==> config.mk <==
export PLATFORM = sky130hd
export DESIGN_NAME = patp_control
export DESIGN_NICKNAME = d
export VERILOG_FILES = /design/src/rtl/patp_pkg.sv /design/src/rtl/patp_wait_timer.sv /design/src/rtl/patp_control.sv
export SDC_FILE = /design/constraint.sdc
export NUM_CORES = 1
export LEC_CHECK = 0
export ABC_AREA = 0
export CAP_MARGIN = 10
export CORE_AREA = 2 2 42 44
export DETAILED_ROUTE_END_ITERATION = 10
export DIE_AREA = 0 0 44 46
export PLACE_DENSITY = 0.76
export SYNTH_ARGS = -nofsm -noshare
export SYNTH_HDL_FRONTEND = slang
export SYNTH_SLANG_ARGS = --single-unit
==> constraint.sdc <==
create_clock -name clk -period 1.8 [get_ports clk]
set_input_delay 0.36 -clock clk [delete_from_list [all_inputs] [get_ports clk]]
set_output_delay 0.36 -clock clk [all_outputs]
set_load 0.02 [all_outputs]
==> src/rtl/patp_pkg.sv <==
// patp_pkg: shared constants for the PATP accumulator core control path.
//   - opcode field values (3-bit IR opcode)
//   - ALU operation selects (2-bit)
//   - control FSM state encodings (3-bit, exported on state_dbg)
//   - helper to classify opcodes that need a memory operand cycle
package patp_pkg;

    // Opcodes
    localparam logic [2:0] OP_LOAD  = 3'b000;
    localparam logic [2:0] OP_STORE = 3'b001;
    localparam logic [2:0] OP_ADD   = 3'b010;
    localparam logic [2:0] OP_SUB   = 3'b011;
    localparam logic [2:0] OP_INC   = 3'b100;
    localparam logic [2:0] OP_JMP   = 3'b101;
    localparam logic [2:0] OP_JZ    = 3'b110;
    localparam logic [2:0] OP_HALT  = 3'b111;

    // ALU operation selects
    localparam logic [1:0] ALU_PASS = 2'b00;
    localparam logic [1:0] ALU_ADD  = 2'b01;
    localparam logic [1:0] ALU_SUB  = 2'b10;
    localparam logic [1:0] ALU_INC  = 2'b11;

    // Control FSM state encodings
    localparam logic [2:0] ST_FETCH_A = 3'd0;
    localparam logic [2:0] ST_FETCH_M = 3'd1;
    localparam logic [2:0] ST_DECODE  = 3'd2;
    localparam logic [2:0] ST_EXEC_M  = 3'd3;
    localparam logic [2:0] ST_HALT    = 3'd4;

    // Opcodes whose execution needs a data-memory access (opcodes 000..011)
    function automatic logic is_mem_op(input logic [2:0] op);
        return (op[2] == 1'b0);
    endfunction

endpackage

==> src/rtl/patp_wait_timer.sv <==
// patp_wait_timer: counts cycles a memory request has been waiting.
//   clk, rst  : core clock, asynchronous active-high reset
//   clr       : clear the count (has priority over en)
//   en        : a wait cycle is in progress (request outstanding, no ack)
//   expired   : this wait cycle is the TIMEOUT_CYCLES-th one; never asserted
//               when TIMEOUT_CYCLES is 0 (timeout disabled)
module patp_wait_timer #(
    parameter int TIMEOUT_CYCLES = 15,
    parameter int CNT_W          = 4
) (
    input  logic clk,
    input  logic rst,
    input  logic clr,
    input  logic en,
    output logic expired
);

    logic [CNT_W-1:0] count_reg;

    always_ff @(posedge clk or posedge rst) begin
        if (rst) begin
            count_reg <= '0;
        end else if (clr) begin
            count_reg <= '0;
        end else if (en) begin
            count_reg <= count_reg + CNT_W'(1);
        end
    end

    generate
        if (TIMEOUT_CYCLES == 0) begin : g_no_timeout
            assign expired = 1'b0;
        end else begin : g_timeout
            // The count holds the number of wait cycles already elapsed, so
            // the limit is hit when the current wait cycle would make it
            // reach TIMEOUT_CYCLES.
            localparam logic [CNT_W-1:0] LAST_WAIT = CNT_W'(TIMEOUT_CYCLES - 1);
            assign expired = en && (count_reg == LAST_WAIT);
        end
    endgenerate

endmodule

==> src/rtl/patp_control.sv <==
// patp_control: fetch/decode/execute sequencer for the PATP accumulator core.
//   clk, rst   : core clock, asynchronous active-high reset
//   opcode     : IR opcode field (valid from the cycle after ir_load)
//   acc_zero   : accumulator equals zero
//   mem_ack    : memory completes the current read/write this cycle
//   ir_load    : IR load enable
//   pc_inc     : PC += 1
//   pc_load    : PC <= IR operand
//   mar_load   : MAR load enable
//   mar_sel    : MAR source, 0 = PC, 1 = IR operand
//   mem_rd     : memory read request
//   mem_wr     : memory write request (data = accumulator)
//   acc_load   : accumulator load enable
//   alu_op     : 00 PASS(mem), 01 ADD, 10 SUB, 11 INC
//   halted     : core stopped
//   fault      : stopped because a memory request timed out
//   state_dbg  : current state encoding
module patp_control
    import patp_pkg::*;
#(
    parameter int TIMEOUT_CYCLES = 15,
    parameter int CNT_W          = 4
) (
    input  logic       clk,
    input  logic       rst,
    input  logic [2:0] opcode,
    input  logic       acc_zero,
    input  logic       mem_ack,
    output logic       ir_load,
    output logic       pc_inc,
    output logic       pc_load,
    output logic       mar_load,
    output logic       mar_sel,
    output logic       mem_rd,
    output logic       mem_wr,
    output logic       acc_load,
    output logic [1:0] alu_op,
    output logic       halted,
    output logic       fault,
    output logic [2:0] state_dbg
);

    logic [2:0] state_reg;
    logic [2:0] state_next;
    logic       fault_reg;
    logic       fault_set;

    logic       waiting;
    logic       timer_expired;

    logic       ir_load_c;
    logic       pc_inc_c;
    logic       pc_load_c;
    logic       mar_load_c;
    logic       mar_sel_c;
    logic       mem_rd_c;
    logic       mem_wr_c;
    logic       acc_load_c;
    logic [1:0] alu_op_c;

    // A wait cycle is any request cycle that does not complete.
    assign waiting = ((state_reg == ST_FETCH_M) || (state_reg == ST_EXEC_M)) && !mem_ack;

    patp_wait_timer #(
        .TIMEOUT_CYCLES (TIMEOUT_CYCLES),
        .CNT_W          (CNT_W)
    ) u_wait_timer (
        .clk     (clk),
        .rst     (rst),
        .clr     (state_next != state_reg),
        .en      (waiting),
        .expired (timer_expired)
    );

    always_ff @(posedge clk or posedge rst) begin
        if (rst) begin
            state_reg <= ST_FETCH_A;
            fault_reg <= 1'b0;
        end else begin
            state_reg <= state_next;
            if (fault_set) begin
                fault_reg <= 1'b1;
            end
        end
    end

    // Next state and raw (ungated) strobes. Memory-wait states test mem_ack
    // before the timer so a completing access always wins over the timeout.
    always_comb begin
        state_next = state_reg;
        fault_set  = 1'b0;
        ir_load_c  = 1'b0;
        pc_inc_c   = 1'b0;
        pc_load_c  = 1'b0;
        mar_load_c = 1'b0;
        mar_sel_c  = 1'b0;
        mem_rd_c   = 1'b0;
        mem_wr_c   = 1'b0;
        acc_load_c = 1'b0;
        alu_op_c   = ALU_PASS;

        case (state_reg)
            ST_FETCH_A: begin
                mar_load_c = 1'b1;
                state_next = ST_FETCH_M;
            end

            ST_FETCH_M: begin
                mem_rd_c = 1'b1;
                if (mem_ack) begin
                    ir_load_c  = 1'b1;
                    pc_inc_c   = 1'b1;
                    state_next = ST_DECODE;
                end else if (timer_expired) begin
                    fault_set  = 1'b1;
                    state_next = ST_HALT;
                end
            end

            ST_DECODE: begin
                if (is_mem_op(opcode)) begin
                    mar_sel_c  = 1'b1;
                    mar_load_c = 1'b1;
                    state_next = ST_EXEC_M;
                end else begin
                    case (opcode)
                        OP_INC: begin
                            acc_load_c = 1'b1;
                            alu_op_c   = ALU_INC;
                            state_next = ST_FETCH_A;
                        end
                        OP_JMP: begin
                            pc_load_c  = 1'b1;
                            state_next = ST_FETCH_A;
                        end
                        OP_JZ: begin
                            pc_load_c  = acc_zero;
                            state_next = ST_FETCH_A;
                        end
                        default: begin
                            state_next = ST_HALT;
                        end
                    endcase
                end
            end

            ST_EXEC_M: begin
                if (opcode == OP_STORE) begin
                    mem_wr_c = 1'b1;
                end else begin
                    mem_rd_c = 1'b1;
                end
                if (mem_ack) begin
                    if (opcode != OP_STORE) begin
                        acc_load_c = 1'b1;
                        case (opcode)
                            OP_ADD:  alu_op_c = ALU_ADD;
                            OP_SUB:  alu_op_c = ALU_SUB;
                            default: alu_op_c = ALU_PASS;
                        endcase
                    end
                    state_next = ST_FETCH_A;
                end else if (timer_expired) begin
                    fault_set  = 1'b1;
                    state_next = ST_HALT;
                end
            end

            ST_HALT: begin
                state_next = ST_HALT;
            end

            default: begin
                state_next = ST_FETCH_A;
            end
        endcase
    end

    // Reset gates every output combinationally so an in-flight memory request
    // is withdrawn the moment rst rises, not at the next clock edge.
    assign ir_load   = !rst && ir_load_c;
    assign pc_inc    = !rst && pc_inc_c;
    assign pc_load   = !rst && pc_load_c;
    assign mar_load  = !rst && mar_load_c;
    assign mar_sel   = !rst && mar_sel_c;
    assign mem_rd    = !rst && mem_rd_c;
    assign mem_wr    = !rst && mem_wr_c;
    assign acc_load  = !rst && acc_load_c;
    assign alu_op    = rst ? ALU_PASS : alu_op_c;
    assign halted    = !rst && (state_reg == ST_HALT);
    assign fault     = !rst && fault_reg;
    assign state_dbg = state_reg;

endmodule

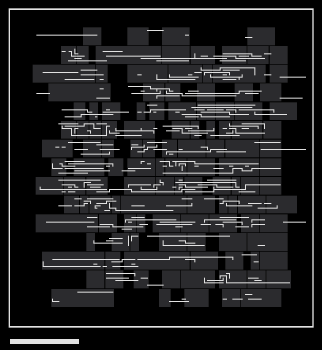
(M1 wires)
Bar = 10 µm.
wire length on this layer: 791 µm
nets with wire on the layer: 114
main direction: horizontal
longest straight run: 12.4 µm

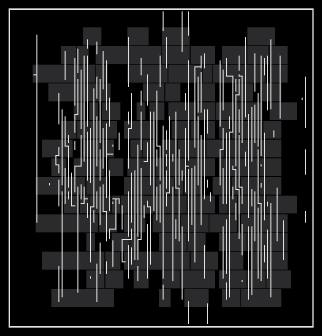
(M2 wires)
share of all routed wire: 54%
nets with wire on the layer: 116
longest straight run: 27.2 µm

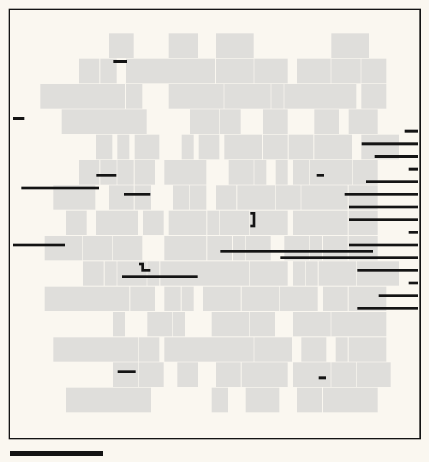
(metal 3)
Bar = 10 µm.
nets with wire on the layer: 24
main direction: horizontal
longest straight run: 16.1 µm
wire length on this layer: 128 µm

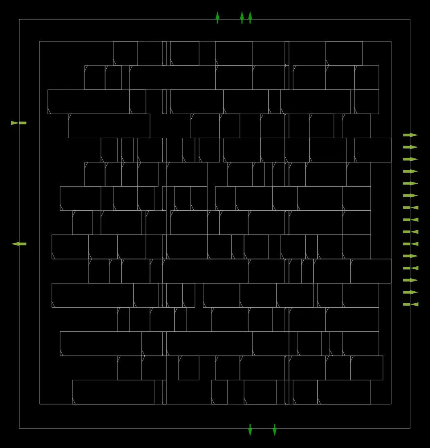
(cell placement)
core region area: 1614 µm²
final core occ: 0.7310
Tapcells: 17

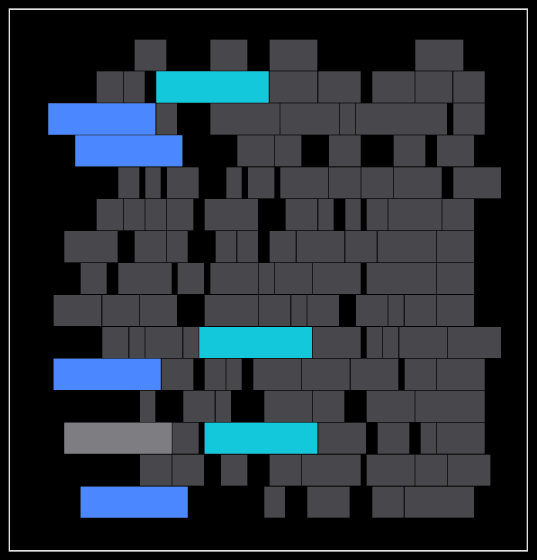
(where the registers sit)
Other sequential cells in the stronger gray, the rest of the logic in the fainter gray.
[`u_wait_timer.count_reg`] blue | sequential cells: 4
[`state_dbg`] cyan | sequential cells: 3

==> flow_metrics.tcl <==
# implementation run metrics
set metrics [dict create \
    status "finished with violations" \
    violations "setup timing" \
    row_count 15 \
    drt-initial-drc-count 14 \
    hold_buffers 0 \
    maxCapViolCount 0 \
    synth_seq_share 0.3143 \
    busiest_layer "met2" \
    die_y_um 46 \
    syn_nets 84 \
    crit_path_end_kind "primary output" \
    setup-violations-final 11 \
    grt_pass1_wl_um 3387 \
    met2_usage 0.4382 \
    layout.cells.most_common "buf_4" \
    synth.distinct_cells 33 \
    wl_met2_um 1150 \
    gp_congestion 1.009 \
    setup_slack_ns -0.2880 \
    hold_path_depth 1 \
    enable_flop_cells 0 \
    final-seq-area_um2 203.9 \
    final_nets 132 \
    yosysCellCount 75 \
    largest_reg_flops 4 \
    cp_cell_sequence "or3_4, or3_4, a21oi_4, buf_6" \
    crit_family "simple AND/OR/NAND/NOR gates" \
    comb_area_um2 495.5 \
    chipArea_um2 2024 \
    drive_gt1_frac 0.5246 \
    cts_buffers 3 \
    pwr-share-seq 0.219 \
    power_leakage_uw 0.0005574 \
    vias_per_cell 5.626 \
    grt_max_degree 9 \
    peakVddDrop_v 0.0006173 \
    final_cell_mix "23 x buf_4, 14 x buf_6, 6 x nor2_1, 6 x nand2_1" \
    syn-cell-area_um2 636.9 \
    power.internal_uw 745.1 \
    grt_usage 0.2324 \
    fp-utilization 0.3946 \
    cts_root_buffer "clkbuf_4" \
]
## worst paths after layout
path                         startpoint                         to  slack (ns)
setup / recovery           state_dbg[2]                  alu_op[1]       -0.29
min in group asynchronous           rst                  fault_reg        0.63
hold / removal                fault_reg                  fault_reg        0.46
hold reg to reg               fault_reg                  fault_reg        0.46
max in group asynchronous           rst               state_dbg[1]        1.02
setup reg to reg           state_dbg[0]  u_wait_timer.count_reg[2]        0.31
## synthesized netlist by cell type, types with 2 or more instances
cell / number
a31oi_1: 2
nor2_1: 7
and3_1: 3
nand2b_1: 5
a21oi_2: 2
dfrtp_1: 8
a21oi_1: 6
nand2_1: 6
nor2b_1: 2
nand3_1: 2
ha_1: 2
nor3_1: 5
buf_6: 2
inv_1: 3
or3_4: 2
## kinds of logic (layout without fill, tap and decap cells)
| group | Yosys count | count (layout) | synth area share |
|---|---|---|---|
| AND/OR/NAND/NOR | 40 | 40 | 0.3694 |
| buffers and inverters | 7 | 54 | 0.07268 |
| adder cells (fa/ha/maj) | 2 | 2 | 0.03929 |
| AND-OR/OR-AND | 17 | 17 | 0.1866 |
| flip-flops | 8 | 8 | 0.3143 |
| multiplexers | 1 | 1 | 0.01768 |
## final cells by class
| type | instances | share of cell area |
|---|---|---|
| Sequential cell | 8 | 0.1729 |
| Inverter | 3 | 0.009544 |
| Clock buffer | 4 | 0.02227 |
| Multi-Input combinational cell | 60 | 0.4199 |
| Timing Repair Buffer | 47 | 0.3574 |
| Tap cell | 17 | 0.01803 |
## power groups by stage
stage | logic [µW] | registers (µW) | clock network (µW)
floorplan | 360 | 296 | 0
global placement | 665 | 268 | 0
detailed placement | 677 | 273 | 0
CTS | 745 | 277 | 161
global route | 915 | 290 | 165
finish | 856 | 283 | 155
Power is estimated from default activity; no workload was simulated.
